<file path="config.mk">
export PLATFORM = sky130hd
export DESIGN_NAME = msi_bus_request_sequencer
export DESIGN_NICKNAME = d
export VERILOG_FILES = /design/src/rtl/msi_bus_request_sequencer.sv
export SDC_FILE = /design/constraint.sdc
export NUM_CORES = 1
export LEC_CHECK = 0
export CORE_MARGIN = 2
export CORE_UTILIZATION = 30
export DETAILED_ROUTE_END_ITERATION = 10
export SKIP_CTS_REPAIR_TIMING = 1
export SYNTH_ARGS = -nofsm -noshare
export SYNTH_HDL_FRONTEND = slang
export SYNTH_SLANG_ARGS = --single-unit
</file>
<file path="constraint.sdc">
create_clock -name clk -period 3.1 [get_ports clk]
set_input_delay 0.775 -clock clk [delete_from_list [all_inputs] [get_ports clk]]
set_output_delay 0.775 -clock clk [all_outputs]
set_load 0.05 [all_outputs]
</file>
<file path="src/rtl/msi_bus_request_sequencer.sv">
// MSI bus request sequencer: captures one controller decision, runs the optional write-back
// beat and the coherence message on the snoopy bus, then commits the new line state.
// Optional macro ACK_TIMEOUT_EN adds a per-beat bus_ack timeout that aborts into ERR.
module msi_bus_request_sequencer #(
    parameter int TAG_W          = 8,
    parameter int TIMEOUT_CYCLES = 16
) (
    input  logic             clk,
    input  logic             rst_n,
    input  logic             req_valid,
    output logic             req_ready,
    input  logic [1:0]       state_next_in,
    input  logic [1:0]       bus_next_in,
    input  logic             write_back_in,
    input  logic             no_bus_in,
    input  logic [TAG_W-1:0] req_tag,
    output logic             bus_req,
    input  logic             bus_grant,
    output logic             bus_valid,
    output logic             bus_wb,
    output logic [1:0]       bus_op,
    output logic [TAG_W-1:0] bus_addr,
    input  logic             bus_ack,
    output logic             commit_valid,
    output logic [1:0]       commit_state,
    output logic             busy,
    output logic             error
);

    typedef enum logic [2:0] {
        S_IDLE   = 3'd0,
        S_ARB    = 3'd1,
        S_WB     = 3'd2,
        S_MSG    = 3'd3,
        S_COMMIT = 3'd4,
        S_ERR    = 3'd5
    } state_t;

    localparam logic [1:0] ENC_ILLEGAL = 2'b11;

    if (TIMEOUT_CYCLES < 1) begin : g_bad_timeout
        $error("TIMEOUT_CYCLES must be at least 1");
    end

    // A decision is illegal if either encoded field that will be used is the reserved 11 code.
    function automatic logic decision_illegal(input logic [1:0] st, input logic [1:0] op,
                                              input logic nb);
        decision_illegal = (st == ENC_ILLEGAL) || (!nb && (op == ENC_ILLEGAL));
    endfunction

    state_t             state_r;
    state_t             state_nxt_s;
    logic [1:0]         cap_state_r;
    logic [1:0]         cap_op_r;
    logic               cap_wb_r;
    logic [TAG_W-1:0]   cap_tag_r;
    logic [1:0]         cap_state_nxt_s;
    logic [1:0]         cap_op_nxt_s;
    logic [TAG_W-1:0]   cap_tag_nxt_s;
    logic               handshake_s;
    logic               timeout_s;

    logic               req_ready_nxt_s;
    logic               bus_req_nxt_s;
    logic               bus_valid_nxt_s;
    logic               bus_wb_nxt_s;
    logic [1:0]         bus_op_nxt_s;
    logic [TAG_W-1:0]   bus_addr_nxt_s;
    logic               commit_valid_nxt_s;
    logic [1:0]         commit_state_nxt_s;
    logic               busy_nxt_s;
    logic               error_nxt_s;

    logic               req_ready_r;
    logic               bus_req_r;
    logic               bus_valid_r;
    logic               bus_wb_r;
    logic [1:0]         bus_op_r;
    logic [TAG_W-1:0]   bus_addr_r;
    logic               commit_valid_r;
    logic [1:0]         commit_state_r;
    logic               busy_r;
    logic               error_r;

    assign handshake_s = req_valid && (state_r == S_IDLE);

`ifdef ACK_TIMEOUT_EN
    localparam int CNT_W = (TIMEOUT_CYCLES > 1) ? $clog2(TIMEOUT_CYCLES) : 1;
    localparam logic [CNT_W-1:0] CNT_LOAD = CNT_W'(TIMEOUT_CYCLES - 1);

    logic [CNT_W-1:0] cnt_r;

    assign timeout_s = (cnt_r == {CNT_W{1'b0}});

    // Per-beat ack watchdog: reloads on entry to each beat, counts down while no ack.
    always_ff @(posedge clk or negedge rst_n) begin
        if (!rst_n) begin
            cnt_r <= {CNT_W{1'b0}};
        end else if ((state_nxt_s != state_r) &&
                     ((state_nxt_s == S_WB) || (state_nxt_s == S_MSG))) begin
            cnt_r <= CNT_LOAD;
        end else if (((state_r == S_WB) || (state_r == S_MSG)) && !bus_ack && !timeout_s) begin
            cnt_r <= cnt_r - {{(CNT_W-1){1'b0}}, 1'b1};
        end else begin
            cnt_r <= cnt_r;
        end
    end
`else
    assign timeout_s = 1'b0;
`endif

    // Decision capture at the request handshake.
    always_ff @(posedge clk or negedge rst_n) begin
        if (!rst_n) begin
            cap_state_r <= 2'b00;
            cap_op_r    <= 2'b00;
            cap_wb_r    <= 1'b0;
            cap_tag_r   <= {TAG_W{1'b0}};
        end else if (handshake_s) begin
            cap_state_r <= state_next_in;
            cap_op_r    <= bus_next_in;
            cap_wb_r    <= write_back_in;
            cap_tag_r   <= req_tag;
        end else begin
            cap_state_r <= cap_state_r;
            cap_op_r    <= cap_op_r;
            cap_wb_r    <= cap_wb_r;
            cap_tag_r   <= cap_tag_r;
        end
    end

    // Captured values as they will be after this edge, so outputs can be registered.
    always_comb begin
        if (handshake_s) begin
            cap_state_nxt_s = state_next_in;
            cap_op_nxt_s    = bus_next_in;
            cap_tag_nxt_s   = req_tag;
        end else begin
            cap_state_nxt_s = cap_state_r;
            cap_op_nxt_s    = cap_op_r;
            cap_tag_nxt_s   = cap_tag_r;
        end
    end

    // FSM state register.
    always_ff @(posedge clk or negedge rst_n) begin
        if (!rst_n) begin
            state_r <= S_IDLE;
        end else begin
            state_r <= state_nxt_s;
        end
    end

    // FSM next-state logic; grant loss after ARB is ignored because the bus is locked.
    always_comb begin
        state_nxt_s = state_r;
        case (state_r)
            S_IDLE: begin
                if (!req_valid) begin
                    state_nxt_s = S_IDLE;
                end else if (decision_illegal(state_next_in, bus_next_in, no_bus_in)) begin
                    state_nxt_s = S_ERR;
                end else if (no_bus_in) begin
                    state_nxt_s = S_COMMIT;
                end else begin
                    state_nxt_s = S_ARB;
                end
            end
            S_ARB: begin
                if (!bus_grant) begin
                    state_nxt_s = S_ARB;
                end else if (cap_wb_r) begin
                    state_nxt_s = S_WB;
                end else begin
                    state_nxt_s = S_MSG;
                end
            end
            S_WB: begin
                if (bus_ack) begin
                    state_nxt_s = S_MSG;
                end else if (timeout_s) begin
                    state_nxt_s = S_ERR;
                end else begin
                    state_nxt_s = S_WB;
                end
            end
            S_MSG: begin
                if (bus_ack) begin
                    state_nxt_s = S_COMMIT;
                end else if (timeout_s) begin
                    state_nxt_s = S_ERR;
                end else begin
                    state_nxt_s = S_MSG;
                end
            end
            S_COMMIT: state_nxt_s = S_IDLE;
            S_ERR:    state_nxt_s = S_IDLE;
            default:  state_nxt_s = S_IDLE;
        endcase
    end

    // Output decode of the upcoming state, registered below.
    always_comb begin
        req_ready_nxt_s    = 1'b0;
        bus_req_nxt_s      = 1'b0;
        bus_valid_nxt_s    = 1'b0;
        bus_wb_nxt_s       = 1'b0;
        bus_op_nxt_s       = 2'b00;
        bus_addr_nxt_s     = {TAG_W{1'b0}};
        commit_valid_nxt_s = 1'b0;
        commit_state_nxt_s = 2'b00;
        busy_nxt_s         = 1'b1;
        error_nxt_s        = 1'b0;
        case (state_nxt_s)
            S_IDLE: begin
                req_ready_nxt_s = 1'b1;
                busy_nxt_s      = 1'b0;
            end
            S_ARB: begin
                bus_req_nxt_s = 1'b1;
            end
            S_WB: begin
                bus_req_nxt_s   = 1'b1;
                bus_valid_nxt_s = 1'b1;
                bus_wb_nxt_s    = 1'b1;
                bus_addr_nxt_s  = cap_tag_nxt_s;
            end
            S_MSG: begin
                bus_req_nxt_s   = 1'b1;
                bus_valid_nxt_s = 1'b1;
                bus_op_nxt_s    = cap_op_nxt_s;
                bus_addr_nxt_s  = cap_tag_nxt_s;
            end
            S_COMMIT: begin
                commit_valid_nxt_s = 1'b1;
                commit_state_nxt_s = cap_state_nxt_s;
            end
            S_ERR: begin
                error_nxt_s = 1'b1;
            end
            default: begin
                busy_nxt_s = 1'b1;
            end
        endcase
    end

    // Output registers; reset releases the bus immediately and abandons any transaction.
    always_ff @(posedge clk or negedge rst_n) begin
        if (!rst_n) begin
            req_ready_r    <= 1'b1;
            bus_req_r      <= 1'b0;
            bus_valid_r    <= 1'b0;
            bus_wb_r       <= 1'b0;
            bus_op_r       <= 2'b00;
            bus_addr_r     <= {TAG_W{1'b0}};
            commit_valid_r <= 1'b0;
            commit_state_r <= 2'b00;
            busy_r         <= 1'b0;
            error_r        <= 1'b0;
        end else begin
            req_ready_r    <= req_ready_nxt_s;
            bus_req_r      <= bus_req_nxt_s;
            bus_valid_r    <= bus_valid_nxt_s;
            bus_wb_r       <= bus_wb_nxt_s;
            bus_op_r       <= bus_op_nxt_s;
            bus_addr_r     <= bus_addr_nxt_s;
            commit_valid_r <= commit_valid_nxt_s;
            commit_state_r <= commit_state_nxt_s;
            busy_r         <= busy_nxt_s;
            error_r        <= error_nxt_s;
        end
    end

    assign req_ready    = req_ready_r;
    assign bus_req      = bus_req_r;
    assign bus_valid    = bus_valid_r;
    assign bus_wb       = bus_wb_r;
    assign bus_op       = bus_op_r;
    assign bus_addr     = bus_addr_r;
    assign commit_valid = commit_valid_r;
    assign commit_state = commit_state_r;
    assign busy         = busy_r;
    assign error        = error_r;

endmodule

</file>
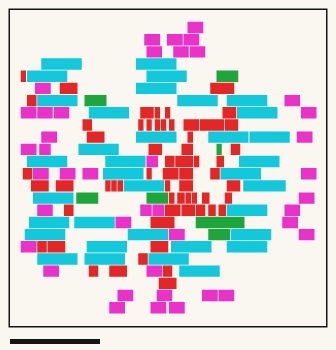
Fig. 1. Placed cells, one colour a class (run 1).
Bar = 20 um.
combinational and other logic: in red, cells 60, share of their area 24%. remaining buffers and delay cells: in magenta, cells 41, share of their area 22%. sequential cells: in cyan, cells 35, share of their area 49%. clock drivers and dummy loads: in green, cells 7, share of their area 5.7%.

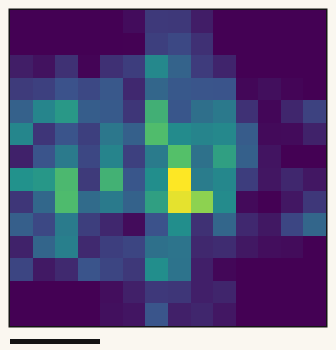
Fig. 2. Wiring heat map (run 1).
Bar = 20 um. The die is cut into 14 by 14 equal tiles; dark purple is low, yellow is high, scaled to the fullest tile. Values are wire area over tile area, all layers added.
The emptiest ninth of the die: top right. The mean over all tiles is 0.085. The fullest tile reaches 0.44.
via count: 906
drt total wl: 2.58 mm
DR WL/cell: 13.2 um

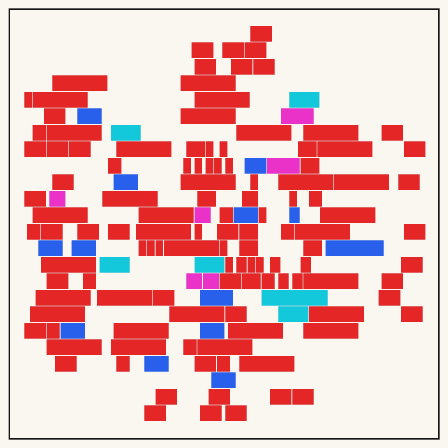
Fig. 3. Sizing map (run 1).
_2 cells: in blue, cells 13, most used mux2_2. _6 and larger: in cyan, cells 6, most used clkbuf_8. _0 and _1 cells: in red, cells 118, most used clkdlybuf4s50_1. _3 and _4 cells: in magenta, cells 6, most used buf_4.

==> results.sh, run 1 <==
# source this file to load flow results
export IMPL_status="finished, final reports clean"
export IMPL_num_multi_input_gates=57
export IMPL_crit_path_cell_trace="clkdlybuf4s50_1"
export IMPL_n_all_inverters=3
export IMPL_path_buffers=1
export IMPL_pre_cts_ws_ps=590
export IMPL_clockBufferDepth=2
export IMPL_wl_met2_mm=1.26
export IMPL_synth_cell_types=29
export IMPL_biggestCellCategory="flip-flops and latches"
export IMPL_hpwl_mm=1.87
export IMPL_synthXorXnorAreaFrac_pct=0.659
export IMPL_drc=0
export IMPL_cp_slowest_stage_delay_ps=790
export IMPL_period_used_pct=76.2
export IMPL_slowest_stage="clkdlybuf4s50_1"
export IMPL_clockPowerShare_pct=18.1
export IMPL_die_area_sq_um=4980
export IMPL_final_clk_cell_share_pct=5.48
export IMPL_r2r_slack_ps=1300
export IMPL_synth_top_area_share_pct=64.0
export IMPL_ys_seq_share_pct=66.0
export IMPL_seq_share_pct=46.9
export IMPL_wl_met3_um=224
export IMPL_cts_tree="built"
export IMPL_cp_num_cells=1
export IMPL_fp_dieW_um=70.6
export IMPL_report_final_slew_viol_count=0
export IMPL_flop_area_sq_um=877
export IMPL_grt_total_usage_pct=11.4
export IMPL_p_seq_mw=0.741
export IMPL_clock_latency_ps=280
export IMPL_p_leak_nw=0.840
export IMPL_max_freq_mhz=423
export IMPL_ant_nets=0
export IMPL_die_height_um=70.6
export IMPL_period_minus_slack_ps=2360
export IMPL_initCoreUtil_pct=30.7
==> run 1: Yosys cell counts (all sizes together) <==
master,count
or4b,1
a21oi,2
a31oi,1
nand2,14
nand4b,1
a22o,1
dfrtp,34
nor2,2
and4,3
a22oi,1
nor4b,1
a21bo,1
nand4,1
a32o,1
and3,1
a221oi,2
buf,3
nor4bb,1
nor2b,9
clkbuf,1
inv,2
dfstp,1
nor3,2
mux2,10
nand3,1
clkinv,1
xor2,1
==> run 1: stage by stage <==
step / cell area, sq um / cells
3_3_place_gp: 1770 / 188
5_1_grt: 1870 / 195
4_1_cts: 1870 / 195
2_1_floorplan: 1330 / 99
3_5_place_dp: 1770 / 188
6_report: 1870 / 195
--- run 2 (diff from run 1) ---
Clock period 3.1 ns to 2.1 ns, I/O delays scaled along.
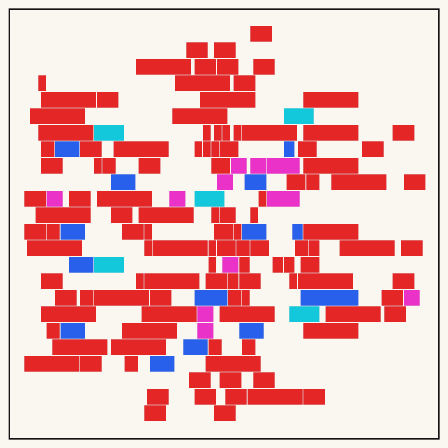
Fig. 4. Sizing map (run 2).
_3 and _4 cells: in magenta, cells 11, most used buf_4. _6 and larger: in cyan, cells 5, most used clkbuf_8. _2 cells: in blue, cells 14, most used mux2_2. _0 and _1 cells: in red, cells 118, most used clkdlybuf4s50_1.

==> results.sh, run 2 <==
# source this file to load flow results
export IMPL_drc=0
export IMPL_wl_met2_mm=1.25
export IMPL_wl_met3_um=256
export IMPL_fin_cells=200
export IMPL_fp_dieW_um=70.6
export IMPL_vias=925
export IMPL_common_cells="dfrtp_1 (34), nand2_1 (14), nor2b_1 (9)"
export IMPL_ys_seq_share_pct=66.0
export IMPL_post_place_cells=192
export IMPL_wl_per_cell_um=12.8
export IMPL_place_area_sq_um=1800
export IMPL_grt_total_usage_pct=11.8
export IMPL_cts_tree="built"
export IMPL_r2r_slack_ps=300
export IMPL_hpwl_mm=1.94
export IMPL_synth_top_area_share_pct=64.0
export IMPL_biggestCellCategory="flip-flops and latches"
export IMPL_design_area_sq_um=1880
export IMPL_synthArstFlopShare_pct=100
export IMPL_edf_count=0
export IMPL_synthFlopType="dfrtp_1"
export IMPL_final_clk_cell_share_pct=4.33
export IMPL_num_multi_input_gates=57
export IMPL_max_freq_mhz=510
export IMPL_status="finished, final reports clean"
export IMPL_period_used_pct=93.3
export IMPL_synth_most_common_cell="dfrtp_1"
export IMPL_synth_cell_types=29
run 2: cell count changes in the layout (fill, tap and decap cells not counted):
cell             previous run  this run
buf_4                       4         9
bufinv_16                   1         0
clkbuf_1                    1         2
clkdlybuf4s50_1            37        36
clkinv_2                    1         2
run 2: power by group:
part	internal [mW]	switching (mW)	leakage [nW]
Combinational	0.603	0.916	0.365
Sequential	0.973	0.113	0.443
Clock	0.232	0.220	0.0422
Total	1.81	1.25	0.850
run 2: critical path: stages:
cell	delay, ps
clkdlybuf4s50_1	470
or4b_1	580
mux2_4	350
and4_1	200
run 2: cells by family after synthesis:
group | synth area share (%)
AND-OR/OR-AND | 5.37
XOR/XNOR | 0.659
buffers and inverters | 2.82
flip-flops | 66.0
multiplexers | 9.04
AND/OR/NAND/NOR | 16.1
--- run 3 (diff from run 2) ---
Settings changed: REMOVE_ABC_BUFFERS from default to 1.
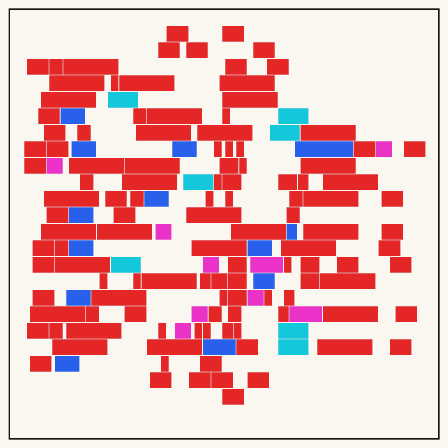
Fig. 5. Sizing map (run 3).
_6 and larger: in cyan, cells 7, most used clkbuf_8. _3 and _4 cells: in magenta, cells 9, most used buf_4. _2 cells: in blue, cells 13, most used mux2_2. _0 and _1 cells: in red, cells 117, most used clkdlybuf4s50_1.
area grow syn2layout: 41.6%
fin worst setup slack: 146 ps
nonclk buf count: 43
fin area: 1880 sq um

==> results.sh, run 3 <==
# source this file to load flow results
export IMPL_wl_per_cell_um=13.0
export IMPL_wl_met2_mm=1.25
export IMPL_wirelength_mm=2.57
export IMPL_fa_ha_area_share_pct=0
export IMPL_synthXorXnorAreaFrac_pct=0.659
export IMPL_fp_dieW_um=70.6
export IMPL_crit_path_cell_trace="clkdlybuf4s50_1"
export IMPL_hpwl_mm=1.86
export IMPL_wl_met1_mm=1.03
export IMPL_p_comb_share_pct=48.1
export IMPL_grt_util_met2_pct=18.8
export IMPL_highest_layer="met4"
export IMPL_max_freq_mhz=512
export IMPL_fin_cells=198
export IMPL_clockBufferDepth=2
export IMPL_report_final_slew_viol_count=0
export IMPL_synth_comb_largest_family="simple AND/OR/NAND/NOR gates"
export IMPL_synth_cell_types=29
export IMPL_clock_latency_ps=290
export IMPL_worstHoldEndpoint="cap_op_r[1]$_DFF_PN0_"
export IMPL_status="finished, final reports clean"
export IMPL_grt_total_usage_pct=11.1
export IMPL_synth_mux_area_fraction_pct=9.04
export IMPL_cp_slowest_stage_delay_ps=800
export IMPL_synthArstFlopShare_pct=100
export IMPL_grt_met3_usage_pct=4.70
export IMPL_wl_met3_um=222
export IMPL_path_buffers=1
export IMPL_die_height_um=70.6
export IMPL_clockPowerShare_pct=16.7
export IMPL_pre_cts_ws_ps=-113
export IMPL_initCoreUtil_pct=30.7
export IMPL_period_used_pct=93.1
export IMPL_r2r_slack_ps=330
export IMPL_cts_tree="built"
export IMPL_post_place_cells=190
export IMPL_p_int_mw=1.86
export IMPL_slowest_stage="clkdlybuf4s50_1"
export IMPL_synthFlopType="dfrtp_1"
export IMPL_drc=0
export IMPL_seq_power_share_pct=35.2
export IMPL_power_switching_mw=1.25
export IMPL_common_cells="dfrtp_1 (34), nand2_1 (14), nor2b_1 (9)"
export IMPL_ant_nets=0
export IMPL_ys_seq_share_pct=66.0
export IMPL_period_minus_slack_ps=1950
export IMPL_synth_most_common_cell="dfrtp_1"
export IMPL_crit_family="buffers and inverters"
export IMPL_switching_share_pct=40.3
[run 3: cell count changes in the layout (fill, tap and decap cells not counted)]
cell,change
clkinv_2,-1
clkbuf_1,-1
buf_4,-2
clkbuf_8,+2
[run 3: power by group through the flow]
stage	Clock, mW	Sequential (mW)	Combinational, mW
after CTS	0.533	1.10	1.51
after detailed placement	0	1.11	1.51
after floorplan	0	1.59	0.497
final	0.521	1.10	1.50
after global routing	0.561	1.13	1.60
after global placement	0	1.10	1.49
[run 3: final cells by class]
type	count	area, sq um
inverter	3	12.5
multi-input combinational	57	414
clock buffer	8	100
sequential	35	877
fill	415	2440
timing repair buffer	43	413
tap	52	65.1
Power and IR drop assume default switching activity.
